Design led_fader_flat, sky130hd; sources not shown.
### Met1 routing, run 1

Drawn at 3 px/µm. Supply wires on this layer in grey.
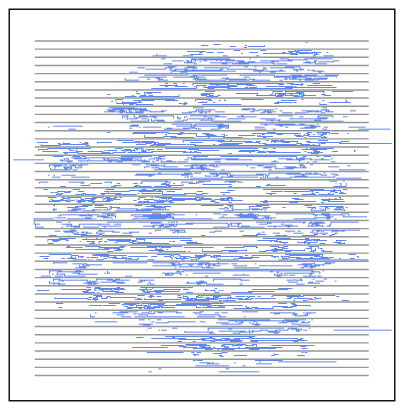
nets with wire on the layer: 663
main direction: horizontal
longest straight run: 31.3 µm
wire length on this layer: 6210 µm
global routing met1 resource utilization: 21.73%
aggregate routed wire length: 13570 µm
total vias in the final route: 4638

### Signal wires on met2, run 1

Drawn at 2 px/µm.
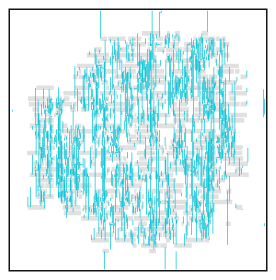
longest straight run: 57.1 µm
nets with wire on the layer: 600
share of all routed wire: 48%
wire length on this layer: 6510 µm
met2 layer usage reported by global route: 28.97%

### M3 wires, run 1

Drawn at 3 px/µm.
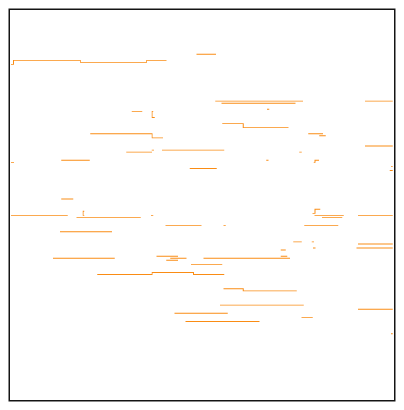
longest straight run: 28.9 µm
share of all routed wire: 4.5%
met3 track utilization from global routing: 4.610%

==> notes.org, run 1 <==
#+TITLE: Flow metrics

** Power and ir drop
- Cell internal power was estimated by the tool at roughly 1800 µW.
- Switching Fraction :: a little over a fifth
- Psw :: slightly above 500 µW
- The completed layout was analyzed and its total power is 2302 µW.

** Clock network
- CTS built an H-tree with a depth of 3.
- The clock passes through at most 2 buffers.
- Clock root buffer :: sky130_fd_sc_hd__clkbuf_16

** Layout
- The flow measured a signed area growth from synthesis to layout of 9.693%.
- Clock distribution area overhead in the final layout :: between 4 and 5%
- Non-clock buffering overhead :: 3.631%
- Final-layout clock buffer total :: 9
- Most numerous logic cell after layout :: sky130_fd_sc_hd__dfrtp_1
- Nonclk inv count :: between 40 and 50

** Yosys
- Post-Synth Simple-Gate Area :: between 15 and 20%
- After synthesis, the design contains 621 cells according to Yosys.
- XOR/XNOR Area Share :: between 2 and 3%
- Number of storage elements in the synthesis netlist :: approximately 100

** Setup path
- Looking at the critical path, the highest net fanout was 25.
- STA reports a reg2reg setup slack of roughly 1 ns.

** Place
- Once placement finished, the instance area stood at around 6500 µm².
- Number of buffers added on ports :: 18

** Global routing
- The number of antenna violations at the first check in global routing was 0.
- Per the GRT log, the top usage layer is met2.

** STA
- The worst-case max-slew headroom was logged as 39.99%.
- Final Worst Setup Slack :: approximately 1.0 ns

** Min path
- Worst min-delay path class :: primary input to asynchronous set/reset pin

** Detailed routing
- Routed length on met3 :: 615 µm

** Floorplan
- Measured along the y axis, the die boundary spans 130 µm.
- Die Footprint :: around 17000 µm²

** Outcome
- Run status :: finished clean
run 1: power by group through the flow:
stage                     clock network [µW]  logic, µW  registers (µW)
after global routing                    1120       51.1            1210
after floorplan                            0       1.60            1240
after global placement                     0       45.9            1240
after CTS                               1070       46.8            1210
after detailed placement                   0       46.7            1240
final                                   1040       44.6            1210
run 1: Yosys cell counts, types with 9 or more instances:
master	n	share of area, %
sky130_fd_sc_hd__inv_1	46	2.8
sky130_fd_sc_hd__o21ai_0	41	3.3
sky130_fd_sc_hd__or3_1	11	1.1
sky130_fd_sc_hd__nand4_1	23	2.3
sky130_fd_sc_hd__or4_1	20	2.4
sky130_fd_sc_hd__nor2_1	39	2.4
sky130_fd_sc_hd__nand3_1	31	2.5
sky130_fd_sc_hd__mux2_2	24	4.4
sky130_fd_sc_hd__nand2_1	36	2.2
sky130_fd_sc_hd__dfrtp_1	94	38
sky130_fd_sc_hd__a21oi_1	20	1.6
sky130_fd_sc_hd__nor3_1	11	0.89
sky130_fd_sc_hd__xor2_1	10	1.4
sky130_fd_sc_hd__o31ai_1	9	1.1
sky130_fd_sc_hd__xnor2_1	9	1.3
sky130_fd_sc_hd__clkbuf_1	9	0.55
sky130_fd_sc_hd__ha_1	77	16
sky130_fd_sc_hd__a31oi_1	9	0.91
sky130_fd_sc_hd__nor2b_1	16	1.6
run 1: critical path, stage by stage, from the launching register on:
cell                      delay, ns
sky130_fd_sc_hd__dfrtp_1       0.43
sky130_fd_sc_hd__inv_1         0.09
sky130_fd_sc_hd__ha_1          0.17
sky130_fd_sc_hd__or4b_1        0.86
sky130_fd_sc_hd__or4_1         0.67
sky130_fd_sc_hd__nand3_1       0.11
### Placed standard cells, run 1

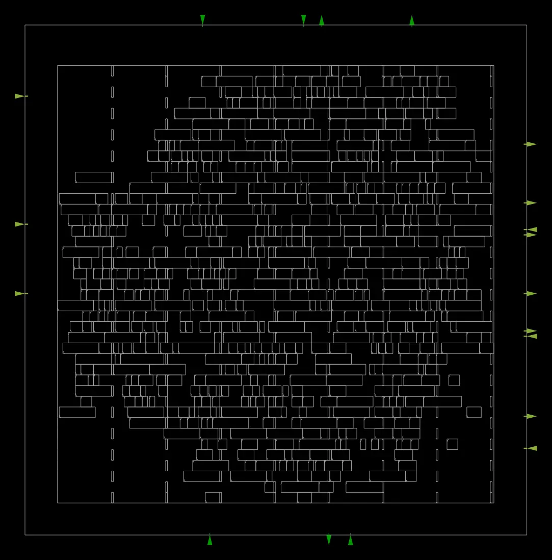

## Run 2: what changed since run 1
clock period = 2.4 ns   (was 3.4 ns; I/O delays follow)
### Placed standard cells, run 2

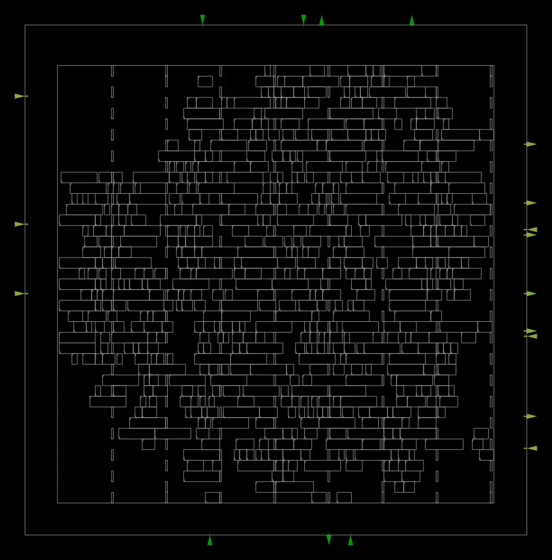
flip-flop and latch count: 102
fraction of area in registers: 37.52%
final non-filler cell total: 813
number of fillers in the final layout: 1105

==> notes.org, run 2 <==
#+TITLE: Flow metrics

** Outcome
- Run status :: finished clean

** Place
- The buffer_ports step reported a buffer count of 18.
- Post-Place Cell Area :: 6519 µm²

** Yosys
- Ranking of synthesized cells by instance count :: 94 x sky130_fd_sc_hd__dfrtp_1, 77 x sky130_fd_sc_hd__ha_1, 46 x sky130_fd_sc_hd__inv_1, 41 x sky130_fd_sc_hd__o21ai_0, 39 x sky130_fd_sc_hd__nor2_1
- Sorting the synthesis cell report by count puts at the top sky130_fd_sc_hd__dfrtp_1.
- Dominant cells by area after synthesis :: sky130_fd_sc_hd__dfrtp_1 38%, sky130_fd_sc_hd__ha_1 16%, sky130_fd_sc_hd__mux2_2 4.4%, sky130_fd_sc_hd__dfstp_2 3.4%, sky130_fd_sc_hd__o21ai_0 3.3%
- Number of storage elements in the synthesis netlist :: slightly above 100
- Top-area cell share :: about two fifths
- Largest area contributor in the synthesized netlist :: sky130_fd_sc_hd__dfrtp_1

** Job
- Across all stage logs, warnings added up to 28.

** Floorplan
- Die H :: 130 µm

** Setup path
- The worst register-to-register path has a setup slack of between 0.3 and 0.4 ns.
- Number of cell instances on the worst register-to-register path :: 5
- Per the post-run analysis, buffers plus inverters along the critical path come to 1.
- Critical-path maximum fanout :: 24
- Critical-path cell with the highest stage delay :: sky130_fd_sc_hd__or4_1
- The longest incremental delay of any stage on the critical path is reported as 0.52 ns.
- The critical path crosses 5 cells after its start point.
- The cell family contributing the most delay on the critical path is simple AND/OR/NAND/NOR gates.
- CP Cell Sequence :: or4_1 > or3_1 > buf_4 > or3_1 > a31oi_1

** STA
- Summed over all failing endpoints, the final setup total negative slack is 0 ns.
- Rel. slew slack :: around three fifths

** Clock network
- H-tree Lvls :: 3
- TritonCTS reports the number of clock sinks as around 100.
- The cell sitting at the root of the clock tree is a sky130_fd_sc_hd__clkbuf_16.
- Buffer depth of the longest clock path :: 2
- Clock tree from TritonCTS :: done

** Layout
- Most numerous logic cell after layout :: sky130_fd_sc_hd__dfrtp_1
- Post-route cell area :: approximately 7000 µm²

** Min path
- Worst min-delay path class :: flip-flop to flip-flop

** Detailed routing
- Aggregate routed wire length :: 13910 µm

** Global routing
- Antenna violations before repair :: 0

** Power and ir drop
- Post-route total power :: between 3000 and 4000 µW
### Signal wires on met2, run 2

Drawn at 2 px/µm.
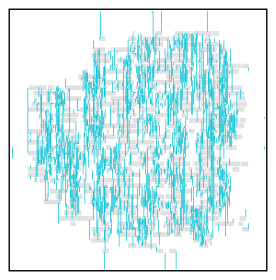
longest straight run: 53.7 µm
main direction: vertical
nets with wire on the layer: 615
wire length on this layer: 6800 µm
share of all routed wire: 49%
met2 layer usage reported by global route: 30.93%
total vias in the final route: 4790

==> run 2: worst reg2reg max path: stages, from the launching register on <==
cell and delay, ns:
sky130_fd_sc_hd__dfrtp_1 0.41, sky130_fd_sc_hd__or4_1 0.52, sky130_fd_sc_hd__or3_1 0.33, sky130_fd_sc_hd__buf_4 0.22, sky130_fd_sc_hd__or3_1 0.36, sky130_fd_sc_hd__a31oi_1 0.17
==> run 2: report_power, final <==
part           total [µW]  internal [µW]  leakage [µW]      switching, µW
combinational        68.2           21.3       0.00169               46.9
sequential           1720           1720       0.00120  0.000000000000182
clock                1480            837      0.000142                645
total                3270           2580       0.00303                692
==> run 2: cells by family after synthesis <==
logic type                 synth area share (%)
muxes                                     5.690
and+or+nand+nor                           17.44
adders and majority gates                 15.65
xor gates and xnor gates                  2.703
DFF                                       41.62
AOI/OAI and AO/OA                         11.36
buffers and inverters                     5.548
==> run 2: area by class of cell <==
| class | count | area [µm²] | share of cell area, % |
|---|---|---|---|
| multi-input combinational | 444 | 3261 | 47.74 |
| clock inverter | 5 | 58.81 | 0.8610 |
| sequential | 102 | 2562 | 37.52 |
| timing repair buffer | 33 | 317.8 | 4.653 |
| clock buffer | 11 | 242.7 | 3.554 |
| inverter | 46 | 172.7 | 2.528 |
| tap | 172 | 215.2 | 3.151 |
==> run 2: timing repair <==
action | CTS | global route
gates resized | 0 | 0
hold endpoints to repair | 31 | 0
hold buffers | 1 | 0
==> run 2: metal layers <==
metal / vias up / global-route usage (%) / routed length [µm] / part of all wire, %
li1: 2289 / - / - / -
met1: 2386 / 21.20 / 6327 / 45
met2: 88 / 30.93 / 6796 / 49
met4: 0 / 7.692 / 331 / 2.4
met5: - / 0 / 0 / 0
met3: 27 / 3.468 / 455 / 3.3
Power figures rest on the tool's default switching activity, not on a simulated workload.
